==> config.mk <==
export PLATFORM = sky130hd
export DESIGN_NAME = clk_div_monitor_flat
export DESIGN_NICKNAME = d
export VERILOG_FILES = /design/src/rtl/clk_div_monitor_if.sv /design/src/rtl/clk_div_monitor.sv /design/src/flat_wrapper.sv
export SDC_FILE = /design/constraint.sdc
export NUM_CORES = 1
export LEC_CHECK = 0
export CAP_MARGIN = 5
export CORE_MARGIN = 1.5
export CORE_UTILIZATION = 30
export CTS_CLUSTER_DIAMETER = 30
export DETAILED_ROUTE_END_ITERATION = 7
export PLACE_DENSITY = 0.46
export SYNTH_ARGS = -nofsm -noshare
export SYNTH_HDL_FRONTEND = slang
export SYNTH_SLANG_ARGS = --single-unit
==> constraint.sdc <==
create_clock -name clk -period 2.6 [get_ports clk]
set_clock_uncertainty 0.2 [all_clocks]
set_input_delay 0.65 -clock clk [delete_from_list [all_inputs] [get_ports clk]]
set_output_delay 0.65 -clock clk [all_outputs]
set_load 0.005 [all_outputs]
==> src/rtl/clk_div_monitor_if.sv <==
// Bundle between a 2/4/8 clock divider and its period monitor: divided clocks
// and error-clear flow into the monitor, lock and error status flow back.
interface clk_div_monitor_if #(
  parameter int CNT_W = 8
);
  logic             clk_div2;
  logic             clk_div4;
  logic             clk_div8;
  logic             clr_err;
  logic             locked;
  logic [2:0]       err_sticky;
  logic [CNT_W-1:0] err_count;

  modport master (
    output clk_div2, clk_div4, clk_div8, clr_err,
    input  locked, err_sticky, err_count
  );

  modport slave (
    input  clk_div2, clk_div4, clk_div8, clr_err,
    output locked, err_sticky, err_count
  );
endinterface

==> src/rtl/clk_div_monitor.sv <==
// Period monitor for the divide-by-2/4/8 outputs: samples them in the clk
// domain, checks each rise-to-rise period, reports lock and sticky errors.
module clk_div_monitor #(
  parameter int LOCK_COUNT = 4,
  parameter int CNT_W      = 8
) (
  input  logic             clk,
  input  logic             reset,
  clk_div_monitor_if.slave bus
);

  localparam int         NCH      = 3;
  localparam logic [3:0] LOCK_VAL = 4'(LOCK_COUNT);
  localparam logic [4:0] PER_MAX  = 5'd31;

  logic [NCH-1:0]      in_s;
  logic [NCH-1:0]      q_r;
  logic [NCH-1:0]      q_d_r;
  logic [NCH-1:0]      rise_s;
  logic [NCH-1:0]      armed_r;
  logic [NCH-1:0]      armed_nxt_s;
  logic [NCH-1:0][4:0] per_cnt_r;
  logic [NCH-1:0][4:0] per_cnt_nxt_s;
  logic [NCH-1:0][3:0] good_cnt_r;
  logic [NCH-1:0][3:0] good_cnt_nxt_s;
  logic [NCH-1:0]      bad_s;
  logic                locked_r;
  logic                locked_nxt_s;
  logic [NCH-1:0]      err_sticky_r;
  logic [NCH-1:0]      err_sticky_nxt_s;
  logic [CNT_W-1:0]    err_count_r;
  logic [CNT_W-1:0]    err_count_nxt_s;
  logic [CNT_W-1:0]    err_base_s;

  function automatic logic [4:0] exp_period(input logic [1:0] ch);
    logic [4:0] p;
    case (ch)
      2'd0:    p = 5'd2;
      2'd1:    p = 5'd4;
      2'd2:    p = 5'd8;
      default: p = 5'd8;
    endcase
    return p;
  endfunction

  // A channel that has waited 2*EXP+1 cycles without a rise is declared stuck.
  function automatic logic [4:0] timeout_period(input logic [1:0] ch);
    logic [4:0] p;
    p = exp_period(ch);
    return {p[3:0], 1'b0} + 5'd1;
  endfunction

  function automatic logic [4:0] per_inc(input logic [4:0] p);
    return (p == PER_MAX) ? PER_MAX : p + 5'd1;
  endfunction

  function automatic logic [3:0] good_inc(input logic [3:0] g);
    return (g >= LOCK_VAL) ? LOCK_VAL : g + 4'd1;
  endfunction

  assign in_s   = {bus.clk_div8, bus.clk_div4, bus.clk_div2};
  assign rise_s = q_r & ~q_d_r;

  // Two-stage sampler of the divided clocks for rise detection.
  always_ff @(posedge clk or posedge reset) begin
    if (reset) begin
      q_r   <= 3'b000;
      q_d_r <= 3'b000;
    end else begin
      q_r   <= in_s;
      q_d_r <= q_r;
    end
  end

  // Per-channel arm / period-check / timeout decisions.
  always_comb begin
    armed_nxt_s    = armed_r;
    per_cnt_nxt_s  = per_cnt_r;
    good_cnt_nxt_s = good_cnt_r;
    bad_s          = 3'b000;
    for (int ch = 0; ch < NCH; ch++) begin
      if (!armed_r[ch]) begin
        if (rise_s[ch]) begin
          armed_nxt_s[ch]   = 1'b1;
          per_cnt_nxt_s[ch] = 5'd1;
        end else begin
          per_cnt_nxt_s[ch] = per_cnt_r[ch];
        end
      end else if (rise_s[ch]) begin
        per_cnt_nxt_s[ch] = 5'd1;
        if (per_cnt_r[ch] == exp_period(2'(ch))) begin
          good_cnt_nxt_s[ch] = good_inc(good_cnt_r[ch]);
        end else begin
          bad_s[ch]          = 1'b1;
          good_cnt_nxt_s[ch] = 4'd0;
        end
      end else begin
        per_cnt_nxt_s[ch] = per_inc(per_cnt_r[ch]);
        // Disarming after the timeout keeps a stuck input to a single event.
        if (per_inc(per_cnt_r[ch]) == timeout_period(2'(ch))) begin
          bad_s[ch]          = 1'b1;
          armed_nxt_s[ch]    = 1'b0;
          good_cnt_nxt_s[ch] = 4'd0;
        end else begin
          armed_nxt_s[ch]    = 1'b1;
        end
      end
    end
  end

  // Per-channel state registers.
  always_ff @(posedge clk or posedge reset) begin
    if (reset) begin
      armed_r    <= 3'b000;
      per_cnt_r  <= {NCH{5'd0}};
      good_cnt_r <= {NCH{4'd0}};
    end else begin
      armed_r    <= armed_nxt_s;
      per_cnt_r  <= per_cnt_nxt_s;
      good_cnt_r <= good_cnt_nxt_s;
    end
  end

  // Status next-values; a bad event coinciding with clr_err survives the clear.
  always_comb begin
    locked_nxt_s     = (good_cnt_nxt_s[0] == LOCK_VAL) &&
                       (good_cnt_nxt_s[1] == LOCK_VAL) &&
                       (good_cnt_nxt_s[2] == LOCK_VAL);
    err_sticky_nxt_s = (bus.clr_err ? 3'b000 : err_sticky_r) | bad_s;
    err_base_s       = bus.clr_err ? {CNT_W{1'b0}} : err_count_r;
    if ((|bad_s) && (err_base_s != {CNT_W{1'b1}})) begin
      err_count_nxt_s = err_base_s + CNT_W'(1'b1);
    end else begin
      err_count_nxt_s = err_base_s;
    end
  end

  // Registered status outputs.
  always_ff @(posedge clk or posedge reset) begin
    if (reset) begin
      locked_r     <= 1'b0;
      err_sticky_r <= 3'b000;
      err_count_r  <= {CNT_W{1'b0}};
    end else begin
      locked_r     <= locked_nxt_s;
      err_sticky_r <= err_sticky_nxt_s;
      err_count_r  <= err_count_nxt_s;
    end
  end

  assign bus.locked     = locked_r;
  assign bus.err_sticky = err_sticky_r;
  assign bus.err_count  = err_count_r;

endmodule

==> src/flat_wrapper.sv <==
// flat-port wrapper written by rule: the top's interface ports become plain ports
module clk_div_monitor_flat 
#(
  parameter int LOCK_COUNT = 4,
  parameter int CNT_W      = 8
)
  (clk, reset, bus_clk_div2, bus_clk_div4, bus_clk_div8, bus_clr_err, bus_locked, bus_err_sticky, bus_err_count);
  clk_div_monitor_if #(.CNT_W(CNT_W)) bus_i ();
  input  logic clk;
  input  logic reset;
  input wire logic [$bits(bus_i.clk_div2)-1:0] bus_clk_div2;
  input wire logic [$bits(bus_i.clk_div4)-1:0] bus_clk_div4;
  input wire logic [$bits(bus_i.clk_div8)-1:0] bus_clk_div8;
  input wire logic [$bits(bus_i.clr_err)-1:0] bus_clr_err;
  output wire logic [$bits(bus_i.locked)-1:0] bus_locked;
  output wire logic [$bits(bus_i.err_sticky)-1:0] bus_err_sticky;
  output wire logic [$bits(bus_i.err_count)-1:0] bus_err_count;
  assign bus_i.clk_div2 = bus_clk_div2;
  assign bus_i.clk_div4 = bus_clk_div4;
  assign bus_i.clk_div8 = bus_clk_div8;
  assign bus_i.clr_err = bus_clr_err;
  assign bus_locked = bus_i.locked;
  assign bus_err_sticky = bus_i.err_sticky;
  assign bus_err_count = bus_i.err_count;
  clk_div_monitor #(.LOCK_COUNT(LOCK_COUNT), .CNT_W(CNT_W)) u_core (.clk(clk), .reset(reset), .bus(bus_i));
endmodule
### Selected gate families, run 1

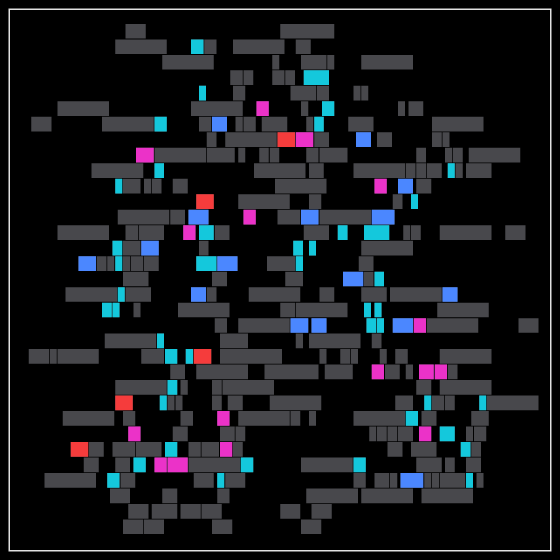
- AND and OR gates: magenta (cells 16)
- XOR/XNOR gates: red (cells 5; most used xor2_1)
- AND-OR and OR-AND gates: blue (cells 16; most used a21o_1)
- NOR gates: cyan (cells 44; most used nor2_1)
most numerous logic cell after layout: dfrtp_1
final non-filler cell total: 397
logic share of the area: 40.23%

### The metal 2 layer, run 1

The bar under the picture is 20 µm long.
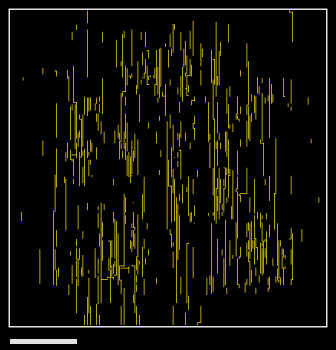
- main direction: vertical
- nets with wire on the layer: 245
- wire length on this layer: 2380 µm

==> flow_metrics.env, run 1 <==
# physical design summary
export IMPL_die_w_um=94.86
export IMPL_core_mm2=0.008175
export IMPL_cts_tree="yes"
export IMPL_cp_top_family="simple AND/OR/NAND/NOR gates"
export IMPL_outcome="finished clean"
export IMPL_setup_viol=0
export IMPL_holdWs_ps=181.6
export IMPL_period_used_pct=94.40
export IMPL_mostFrequentLayoutCells="47 x dfrtp_1, 20 x buf_4, 19 x nor2_1"
export IMPL_start_kind="flop"
export IMPL_cp_data_required_time_ps=2630
export IMPL_common_cells="48 x dfrtp_1, 19 x nand2_1, 19 x nor2_1"
export IMPL_postSynthCellCount=254
export IMPL_cts_buffers=5
export IMPL_cp_num_cells=9
export IMPL_grt_pass1_vias=1891
export IMPL_power_density_mw_per_mm2=865.3
export IMPL_dpl_hpwl_um=3595
export IMPL_maxSlewViolCount=0
export IMPL_top_register="u_core.per_cnt_r"
export IMPL_ys_ff=48
export IMPL_worst_slew_pin_slew_ps=407.1
export IMPL_ys_seq_share_pct=47.45
export IMPL_vias=1946
export IMPL_synthesis_nets=273
export IMPL_ys_types=52
export IMPL_min_path_cells=0
export IMPL_die_y_um=94.86
export IMPL_grt_busiest_layer="met2"
export IMPL_crit_path_end_kind="flop"
export IMPL_worst_r2r_cell_count=9
export IMPL_largest_register_ffs=15
export IMPL_synth_area_leader_cell="dfrtp_1"
export IMPL_p_seq_share_pct=43.1
export IMPL_ys_flop_type="dfrtp_1"
export IMPL_comb_power_share_pct=36.5
export IMPL_top_area_share_pct=47.45
export IMPL_dr_pass1_iters=4
export IMPL_timing_fmax_ghz=0.4074
export IMPL_ir_drop_mv=0.2762
export IMPL_place_gp_congestion=0.8068
export IMPL_ys_cells=254
export IMPL_cts_setup_buffers=0
export IMPL_crit_path_end="u_core.bus.err_count[4]"
export IMPL_area_growth_pct=21.90
export IMPL_root_buffer="clkbuf_8"
export IMPL_gr_usage_all_layers_pct=12.53
export IMPL_std_cell_rows=33
export IMPL_crit_fanout=7
export IMPL_die_area_mm2=0.008997
export IMPL_ff2ff_setup_slack_ps=150
export IMPL_worstReg2RegEnd="u_core.bus.err_count[4]"
export IMPL_drc=0
export IMPL_path_clk_slew_ps=100
### Sequential cells coloured by netlist name, run 1

The bar under the picture is 20 µm long. Other sequential cells in the stronger grey, the rest of the logic in the fainter grey.
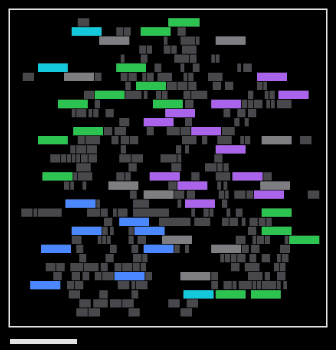
- `u_core.good_cnt_r`: purple (sequential cells 12)
- `u_core.per_cnt_r`: green (sequential cells 15; where widely spread)
- `u_core.bus.err_count`: blue (sequential cells 8)
- `u_core.q_r`: cyan (sequential cells 3)
- not coloured: 10

### Congestion heat map, run 1

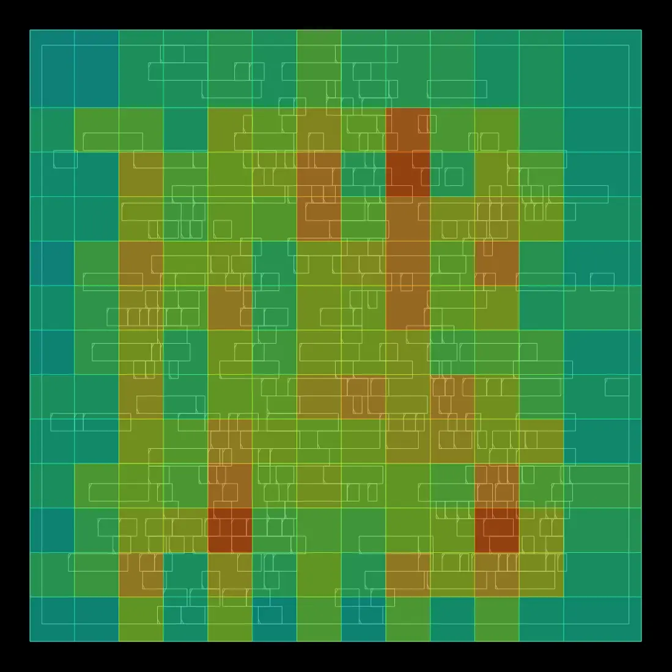
Finished Core Util: 37.74%
met1 Usage GRT: 17.26%
met3 Resource Use GR: 2.657%
routing usage on met2: 19.64%
WL/cell: 12.82 µm

## run 1: kinds of logic after synthesis
kind of cell / Yosys count / synth area share (%)
AND/OR/NAND/NOR: 102 / 21.75
adder cells (fa/ha/maj): 13 / 6.426
flip-flops: 48 / 47.45
AND-OR/OR-AND: 59 / 17.05
multiplexers: 4 / 1.730
buffers and inverters: 23 / 3.855
XOR/XNOR: 5 / 1.730
## run 1: cell type report
class | count | area [µm²] | area share [%]
Multi-Input combinational cell | 183 | 1241 | 40.23
Sequential cell | 48 | 1202 | 38.97
Timing Repair Buffer | 38 | 342.8 | 11.11
Tap cell | 105 | 131.4 | 4.258
Clock buffer | 5 | 68.82 | 2.230
Inverter | 15 | 56.30 | 1.825
Clock inverter | 3 | 42.54 | 1.379
--- run 2 (diff from run 1) ---
CAP_MARGIN = unset   (was 5)
### The metal 2 layer, run 2

The bar under the picture is 20 µm long.
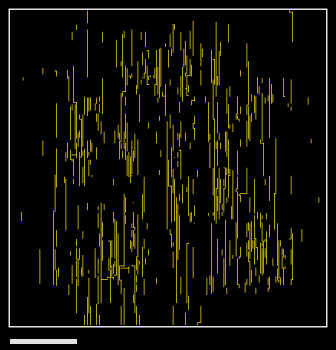
- nets with wire on the layer: 245
- longest straight run: 32.3 µm
via count: 1946
final wirelength: 5091 µm

==> run 2 against run 1 <==
- die area stayed put
- sequential cell count stayed put
- sequential share of layout area stayed put
- first-iteration DRC count stayed put
- design area stayed put
- via count stayed put
- register-to-register slack hardly changed
- cell count stayed put
==> flow_metrics.env, run 2 <==
# physical design summary
export IMPL_wl_met3_um=110
export IMPL_setup_viol=0
export IMPL_crit_path_end="u_core.bus.err_count[4]"
export IMPL_top_register="u_core.per_cnt_r"
export IMPL_seq_area_mm2=0.001202
export IMPL_period_used_pct=94.40
export IMPL_start_kind="flop"
export IMPL_ys_seq_share_pct=47.45
export IMPL_nonClkBufAreaFrac_pct=11.11
export IMPL_ys_sh_adder_pct=6.426
export IMPL_drc=0
export IMPL_nWellTaps=105
export IMPL_fin_cells=397
export IMPL_mostFrequentLayoutCell="dfrtp_1"
export IMPL_synthesis_nets=273
export IMPL_detail_route_wl_per_cell_um=12.82
export IMPL_ir_drop_mv=0.2762
export IMPL_crit_path_end_kind="flop"
export IMPL_timing_fmax_ghz=0.4074
export IMPL_cp_num_cells=9
export IMPL_sh_seq_area_pct=38.97
export IMPL_cts_setup_buffers=0
export IMPL_ff2ff_setup_slack_ps=150
export IMPL_dr_pass1_iters=4
export IMPL_postSynthCellCount=254
export IMPL_logic_gate_count=183
export IMPL_largest_cell_class="logic gates"
export IMPL_power_density_mw_per_mm2=865.3
export IMPL_flop_count=48
export IMPL_outcome="finished clean"
export IMPL_ys_types=52
export IMPL_cts_buffers=5
export IMPL_dpl_hpwl_um=3595
export IMPL_worst_r2r_cell_count=9
export IMPL_worst_slew_pin_slew_ps=407.1
export IMPL_clk_share_pct=3.609
export IMPL_ys_cells=254
export IMPL_worstReg2RegEnd="u_core.bus.err_count[4]"
export IMPL_p_seq_share_pct=43.1
export IMPL_cp_top_family="simple AND/OR/NAND/NOR gates"
export IMPL_mux_share_pct=1.730
export IMPL_mostFrequentLayoutCells="47 x dfrtp_1, 20 x buf_4, 19 x nor2_1"
export IMPL_die_w_um=94.86
export IMPL_async_reset_ff_share_pct=100.0
export IMPL_synth_logic_top_family="simple AND/OR/NAND/NOR gates"
export IMPL_die_y_um=94.86
export IMPL_common_cells="48 x dfrtp_1, 19 x nand2_1, 19 x nor2_1"
export IMPL_cts_tree="yes"
export IMPL_top_area_share_pct=47.45
export IMPL_maxSlewViolCount=0
export IMPL_ys_ff=48
export IMPL_synth_area_leader_cell="dfrtp_1"
export IMPL_cp_data_required_time_ps=2630
export IMPL_grt_pass1_vias=1891
export IMPL_crit_fanout=7
export IMPL_nClkBuffers=5
export IMPL_buffers_excl_clock=38
export IMPL_comb_power_share_pct=36.5
export IMPL_path_clk_slew_ps=100
export IMPL_logic_area_mm2=0.001241
export IMPL_core_mm2=0.008175
export IMPL_largest_register_ffs=15
export IMPL_place_gp_congestion=0.8068
### Congestion heat map, run 2

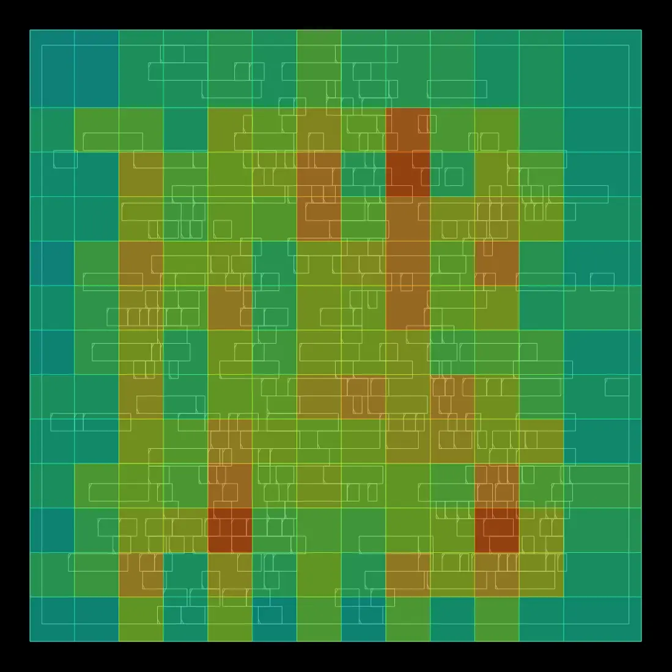
GRT Overall Usage: 12.53%
gr busiest metal: met2

## run 2: cell counts after synthesis
Identical to the previous run, type by type.
## run 2: per-layer routing
layer | GRT usage, % | up-vias
li1 | - | 982
met1 | 17.26 | 941
met2 | 19.64 | 17
met3 | 2.657 | 6
met4 | 3.731 | 0
met5 | 0 | -
## run 2: how the worst min path moves through the flow
stage	from	end	slack (ps)	depth (start not counted)
6_report	u_core.q_r[2]	u_core.q_d_r[2]	180	0
5_1_grt	u_core.q_r[2]	u_core.q_d_r[2]	200	0
4_1_cts	u_core.q_r[2]	u_core.q_d_r[2]	190	0
3_5_place_dp	u_core.q_r[2]	u_core.q_d_r[2]	160	0
3_3_place_gp	u_core.q_r[2]	u_core.q_d_r[2]	160	0
2_1_floorplan	u_core.q_r[2]	u_core.q_d_r[2]	150	0
--- run 3 (diff from run 2) ---
CORE_ASPECT_RATIO = 0.9   (was unset)
==> run 3 against run 2 <==
- routed wire length increased by 0.47%
- maximum frequency decreased by 0.79%
- critical path depth decreased by 2
- sequential cell count unchanged
- via count decreased by 1.4%
- clock power decreased by 0.7%
- area after synthesis unchanged
- synthesized cell count unchanged
- global-route usage decreased by 0.35 points
- combinational power increased by 2%
- largest cell class unchanged
==> flow_metrics.env, run 3 <==
# physical design summary
export IMPL_outcome="finished clean"
export IMPL_start_kind="input port"
export IMPL_synth_logic_top_family="simple AND/OR/NAND/NOR gates"
export IMPL_p_seq_share_pct=42.8
export IMPL_worst_slew_pin_slew_ps=396.1
export IMPL_ys_seq_share_pct=47.45
export IMPL_path_clk_slew_ps=90
export IMPL_dpl_hpwl_um=3541
export IMPL_min_path_cells=0
export IMPL_logic_area_mm2=0.001287
export IMPL_postSynthCellCount=254
export IMPL_grt_pass1_vias=1806
export IMPL_largest_cell_class="logic gates"
export IMPL_synthesis_nets=273
export IMPL_mux_share_pct=1.730
export IMPL_nClkBuffers=6
export IMPL_ys_types=52
export IMPL_setup_viol=0
export IMPL_crit_fanout=5
export IMPL_cp_top_family="simple AND/OR/NAND/NOR gates"
export IMPL_fin_cells=387
export IMPL_buffers_excl_clock=33
export IMPL_crit_path_end="u_core.bus.err_count[1]"
export IMPL_ir_drop_mv=0.3348
export IMPL_ys_cells=254
export IMPL_nWellTaps=99
export IMPL_die_y_um=90.14
export IMPL_min_from="u_core.q_r[2]"
export IMPL_ys_sh_adder_pct=6.426
export IMPL_sh_seq_area_pct=39.03
export IMPL_timing_fmax_ghz=0.4042
export IMPL_place_gp_congestion=0.7553
export IMPL_ff2ff_setup_slack_ps=150
export IMPL_flop_count=48
export IMPL_cts_tree="yes"
run 3: netlist changes by cell type in the layout (fill, tap and decap cells not counted), sizes merged:
| cell | before | now |
|---|---|---|
| buf | 21 | 16 |
| a221oi | 1 | 2 |
| clkbuf | 5 | 6 |
| clkdlybuf4s50 | 16 | 17 |
| clkinvlp | 1 | 0 |
| dlymetal6s2s | 1 | 0 |
run 3: what timing repair did:
item | 4_1_cts | 5_1_grt
gates resized | 1 | 8
setup buffers | 0 | 1
pin swaps | 0 | 4
setup endpoints to repair | 1 | 4
cloned | 0 | 1
run 3: routing by layer:
layer	share of wire, %	track usage, %	up-vias
li1	-	-	987
met1	54	17.98	908
met2	43	17.80	18
met3	2.2	2.566	5
met4	1.0	3.521	0
met5	0	0	-
### The metal 2 layer, run 3

The bar under the picture is 20 µm long.
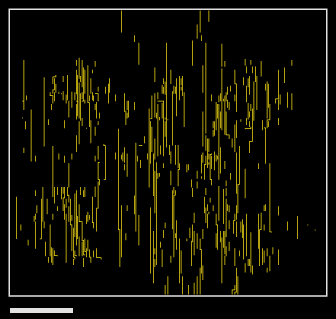
- wire length on this layer: 2200 µm
- share of all routed wire: 43%
- nets with wire on the layer: 245
- longest straight run: 33.0 µm
- main direction: vertical
final wirelength: 5115 µm
via count: 1918
routing usage on met2: 17.80%

### Sequential cells coloured by netlist name, run 3

The bar under the picture is 20 µm long. Other sequential cells in the stronger grey, the rest of the logic in the fainter grey.
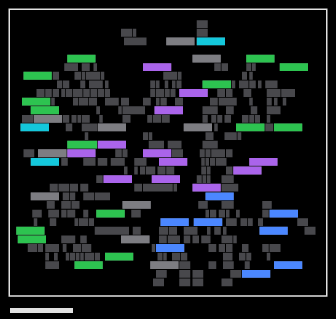
- `u_core.bus.err_count`: blue (sequential cells 8)
- `u_core.good_cnt_r`: purple (sequential cells 12; where centre)
- `u_core.per_cnt_r`: green (sequential cells 15; where widely spread)
- `u_core.q_r`: cyan (sequential cells 3)
- not coloured: 10

No activity file was given, so power comes from the tool's default toggle rates.
